### src/rtl/seg_sched_pkg.sv
// Shared types and helpers for the multiplexed seven-segment display scheduler.
// The SEG_SCHED_LEADING_ZERO_BLANK_EN build uses top_digit() to blank leading zeros.
package seg_sched_pkg;

  typedef enum logic {
    IDLE = 1'b0,
    SHOW = 1'b1
  } state_t;

  localparam int unsigned DIGITS    = 4;
  localparam logic [3:0]  SEL_BLANK = 4'b1111;

  // Active-low one-hot digit enable for a scan index.
  function automatic logic [3:0] digit_sel(input logic [1:0] idx);
    digit_sel = ~(4'b0001 << idx);
  endfunction

  function automatic logic [3:0] nibble_of(input logic [15:0] v, input logic [1:0] idx);
    nibble_of = v[{idx, 2'b00} +: 4];
  endfunction

  // Index of the most significant non-zero nibble; 0 for an all-zero value.
  function automatic logic [1:0] top_digit(input logic [15:0] v);
    top_digit = 2'd0;
    for (int d = 1; d < int'(DIGITS); d++) begin
      if (v[4*d +: 4] != 4'h0) top_digit = 2'(d);
    end
  endfunction

endpackage

### src/rtl/seg_rr_pick.sv
// Combinational round-robin finder: first requester after ptr (wrapping),
// with ptr itself considered last only when include_ptr is set.
module seg_rr_pick #(
  parameter int unsigned N = 4
) (
  input  logic [N-1:0]         req,
  input  logic [$clog2(N)-1:0] ptr,
  input  logic                 include_ptr,
  output logic [N-1:0]         pick,
  output logic [$clog2(N)-1:0] idx,
  output logic                 found
);

  localparam int unsigned IW = $clog2(N);

  int unsigned cand;

  always_comb begin
    pick  = '0;
    idx   = '0;
    found = 1'b0;
    cand  = 0;
    for (int unsigned off = 1; off <= N; off++) begin
      cand = (32'(ptr) + off) % N;
      if (!found && req[IW'(cand)] && ((off != N) || include_ptr)) begin
        found          = 1'b1;
        idx            = IW'(cand);
        pick[IW'(cand)] = 1'b1;
      end
    end
  end

endmodule

### src/rtl/seg_display_scheduler.sv
// Time-shares one 4-digit multiplexed seven-segment display between requesters.
// Optional build macro SEG_SCHED_LEADING_ZERO_BLANK_EN blanks leading-zero digits.
module seg_display_scheduler
  import seg_sched_pkg::*;
#(
  parameter int unsigned NUM_REQ      = 4,
  parameter int unsigned SCAN_DIV     = 50000,
  parameter int unsigned DWELL_FRAMES = 256
) (
  input  logic                    i_clk,
  input  logic                    i_rst,
  input  logic [NUM_REQ-1:0]      i_req,
  input  logic [16*NUM_REQ-1:0]   i_req_data,
  output logic [NUM_REQ-1:0]      o_grant,
  output logic [3:0]              o_nibble,
  output logic [3:0]              o_digit_sel,
  output logic                    o_frame_start
);

  localparam int unsigned PW = $clog2(SCAN_DIV);
  localparam int unsigned DW = (DWELL_FRAMES > 1) ? $clog2(DWELL_FRAMES) : 1;
  localparam int unsigned IW = $clog2(NUM_REQ);

  state_t          state;
  logic [PW-1:0]   presc;
  logic [1:0]      idx;
  logic [DW-1:0]   dwell;
  logic [IW-1:0]   ptr;
  logic [15:0]     snap;

  logic                tick;
  logic                dwell_done;
  logic                keep;
  logic                include_ptr;
  logic                start_frame;
  logic [1:0]          idx_next;
  logic [1:0]          show_limit;
  logic [NUM_REQ-1:0]  pick_onehot;
  logic [IW-1:0]       pick_idx;
  logic                pick_found;
  logic [IW-1:0]       next_idx;
  logic [NUM_REQ-1:0]  next_onehot;
  logic [15:0]         next_data;

  assign tick        = (presc == PW'(SCAN_DIV - 1));
  assign dwell_done  = (dwell == DW'(DWELL_FRAMES - 1));
  assign idx_next    = idx + 2'd1;

  // Owner keeps the display for another frame while its dwell runs and it still requests.
  assign keep        = (state == SHOW) && !dwell_done && i_req[ptr];
  assign include_ptr = (state == IDLE) || dwell_done;

  seg_rr_pick #(
    .N(NUM_REQ)
  ) u_pick (
    .req         (i_req),
    .ptr         (ptr),
    .include_ptr (include_ptr),
    .pick        (pick_onehot),
    .idx         (pick_idx),
    .found       (pick_found)
  );

  assign start_frame = (state == IDLE) ? pick_found
                                       : ((idx == 2'd3) && (keep || pick_found));
  assign next_idx    = keep ? ptr : pick_idx;
  assign next_onehot = keep ? o_grant : pick_onehot;

  always_comb begin
    next_data = '0;
    for (int k = 0; k < int'(NUM_REQ); k++) begin
      if (next_idx == IW'(k)) next_data = i_req_data[16*k +: 16];
    end
  end

`ifdef SEG_SCHED_LEADING_ZERO_BLANK_EN
  assign show_limit = top_digit(snap);
`else
  assign show_limit = 2'd3;
`endif

  // Prescaler, scan index, dwell and ownership; all display updates land on tick.
  always_ff @(posedge i_clk or posedge i_rst) begin
    if (i_rst) begin
      state         <= IDLE;
      presc         <= '0;
      idx           <= '0;
      dwell         <= '0;
      ptr           <= IW'(NUM_REQ - 1);
      snap          <= '0;
      o_grant       <= '0;
      o_nibble      <= '0;
      o_digit_sel   <= SEL_BLANK;
      o_frame_start <= 1'b0;
    end else begin
      o_frame_start <= 1'b0;
      presc         <= tick ? '0 : presc + 1'b1;
      if (tick) begin
        if (start_frame) begin
          state         <= SHOW;
          ptr           <= next_idx;
          snap          <= next_data;
          idx           <= '0;
          dwell         <= keep ? dwell + 1'b1 : '0;
          o_grant       <= next_onehot;
          o_nibble      <= next_data[3:0];
          o_digit_sel   <= digit_sel(2'd0);
          o_frame_start <= 1'b1;
        end else if ((state == SHOW) && (idx != 2'd3)) begin
          idx           <= idx_next;
          o_nibble      <= nibble_of(snap, idx_next);
          o_digit_sel   <= (idx_next > show_limit) ? SEL_BLANK : digit_sel(idx_next);
        end else begin
          state         <= IDLE;
          dwell         <= '0;
          o_grant       <= '0;
          o_nibble      <= '0;
          o_digit_sel   <= SEL_BLANK;
        end
      end
    end
  end

endmodule

### config.mk
export PLATFORM = sky130hd
export DESIGN_NAME = seg_display_scheduler
export DESIGN_NICKNAME = d
export VERILOG_FILES = /design/src/rtl/seg_sched_pkg.sv /design/src/rtl/seg_rr_pick.sv /design/src/rtl/seg_display_scheduler.sv
export SDC_FILE = /design/constraint.sdc
export NUM_CORES = 1
export LEC_CHECK = 0
export CORE_AREA = 5 5 110 81
export CTS_BUF_LIST = sky130_fd_sc_hd__clkbuf_4
export CTS_CLUSTER_DIAMETER = 30
export CTS_CLUSTER_SIZE = 24
export DETAILED_ROUTE_END_ITERATION = 10
export DIE_AREA = 0 0 115 86
export PLACE_DENSITY = 0.77
export SYNTH_ARGS = -nofsm -noshare
export SYNTH_HDL_FRONTEND = slang
export SYNTH_SLANG_ARGS = --single-unit
### constraint.sdc
create_clock -name i_clk -period 3.1 [get_ports i_clk]
set_clock_uncertainty 0.2 [all_clocks]
set_input_delay 0.62 -clock i_clk [delete_from_list [all_inputs] [get_ports i_clk]]
set_output_delay 0.62 -clock i_clk [all_outputs]
set_load 0.01 [all_outputs]
Fig. 1: cells by drive strength
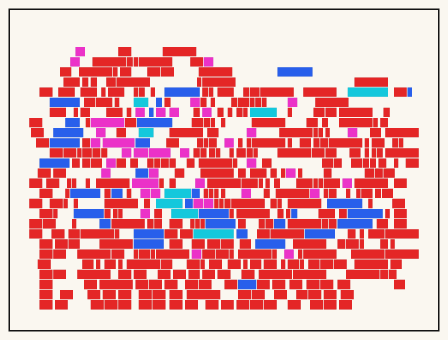
Key: drive 2 = blue [cells 32, share 7.0%, most used mux4_2]; drive 3 to 4 = magenta [cells 37, share 8.1%, most used buf_4]; drive 6 and up = cyan [cells 8, share 1.8%, most used buf_12]; drive 1 or less = red [cells 378, share 83%, most used clkdlybuf4s50_1]

Fig. 2: cells colored by class
The bar under the picture is 20 µm long.
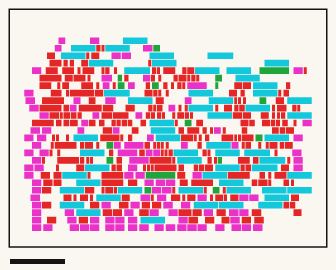
Key: other buffers and delay cells = magenta [cells 109, share of their area 23%]; clock drivers and dummy loads = green [cells 16, share of their area 3.3%]; flops = cyan [cells 58, share of their area 31%]; all other logic = red [cells 272, share of their area 43%]

==> impl_metrics.yaml <==
# generated from flow reports
grt:
  grt_use_met3: 0.0472
  gr-total-overflow: 0
  grt_pass1_vias: 3036
  grt_usage: 0.186
  grt.busiest_layer: "met2"
  gr-usage-met1: 0.243
final_layout:
  seq_cells: 58
  final_clock_cell_share: 0.0324
  combAreaFraction: 0.398
  logic_area_um2: 1920
  final-nonclk-buf-share: 0.224
  share_of_cells_above_drive_strength_1: 0.169
  area_dominant_class: "logic gates"
run:
  max-cap-violations: 0
  warnings: 38
route:
  drt_drc_violations_left: 0
  routed_wire_length_per_instance_um: 15.8
  drt_pass1_iterations: 4
yosys:
  synthMostInstantiatedCell: "sky130_fd_sc_hd__dfrtp_1"
  post-synth-top-area-fraction: 0.370
  ys_async_sr_fraction: 1.00
  ys_top_cells_by_area: "sky130_fd_sc_hd__dfrtp_1, sky130_fd_sc_hd__mux4_2, sky130_fd_sc_hd__mux2i_1"
  ys_sh_adder: 0.0534
  synth.cell_area_um2: 3510
  yosysChipArea_um2: 3510
  simple_gate_share: 0.166
timing:
  finalMaxSlewViolations: 0
  rsz0062_at_grt: "yes"
worst_setup_path:
  regToRegStartpoint: "ptr[1]"
  cp_cell_sequence: "buf_6 > mux4_2 > o211ai_1 > or2b_4 > buf_4 > o21ai_4 > buf_12 > mux4_2 > o21ai_1"
  path_class: "reg -> reg"
  worst-path-max-fanout: 15
  crit_path_frequent_cell: "sky130_fd_sc_hd__mux4_2"
  cp.arrival_ps: 3140
  critical-path-top-delay-family: "multiplexers"
placed_design:
  number_of_buffer_cells_added_on_primary_ports: 82
  hpwl_um: 6850
status:
  run_status: "finished, final reports clean"
clock_tree:
  numCtsBuffers: 9
  clock_insertion_delay_worst_skew_ps: 410
  cts.reportedPaths.clkPinSlew_ps: 100
floorplan:
  ios: 83
  floorplan.initialDensity: 0.456
  core_area_um2: 7700
min_path:
  hold_depth: 1
power_and_ir_drop:
  vdd_drop_max_uv: 295
[registers in the layout, indices dropped and copies added, names as in the netlist]
register and cells:
idx 2, dwell 8, state 1, o_frame_start 1, snap 16, ptr 2
o_digit_sel 4, presc 16, o_nibble 4, o_grant 4
[worst max-delay path by stage]
stage | end | start | slack, ps | depth (start not counted)
floorplan | o_nibble[3] | ptr[0] | 0.07 | 9
global placement | o_nibble[2] | i_req[2] | -220 | 7
detailed placement | snap[15] | i_req[3] | -320 | 9
CTS | snap[2] | ptr[0] | 40 | 7
global route | snap[2] | ptr[0] | -10 | 7
finish | snap[0] | ptr[1] | 110 | 9
[metal layers]
layer,vias up,wire length [µm]
met3,10,471
met2,81,4310
li1,1465,-
met5,-,0
met4,0,87
met1,1473,3880
[cells by family after synthesis]
| logic type | after synthesis |
|---|---|
| compound gates | 64 |
| xor+xnor | 16 |
| fa+ha+maj | 15 |
| buf+inv | 39 |
| flops | 58 |
| mux | 39 |
| simple gates | 115 |
[stage by stage]
step           area, µm²  utilization  instances  setup WS (ps)  setup TNS, ps
3_3_place_gp        4620        0.600        538           -217          -4750
5_1_grt             4830        0.627        556          -14.0          -36.2
2_1_floorplan       3510            -        346         0.0706              0
4_1_cts             4790        0.622        554           41.5              0
3_5_place_dp        4620        0.600        538           -316          -7760
6_report            4830        0.627        556            109              0
[where the power goes]
| group | leakage [nW] | switching, mW | total [mW] | internal (mW) |
|---|---|---|---|---|
| logic | 1.42 | 0.0796 | 0.216 | 0.136 |
| clock network | 0.0838 | 0.284 | 0.615 | 0.331 |
| registers | 0.712 | 0 | 0.756 | 0.756 |
[repair_timing]
item / 4_1_cts / 5_1_grt
pin swaps: 2 / 3
buffers inserted: 0 / 2
hold endpoints to repair: 0 / 0
setup endpoints to repair: 1 / 23
gates resized: 1 / 8
No activity file was given, so power comes from the tool's default toggle rates.
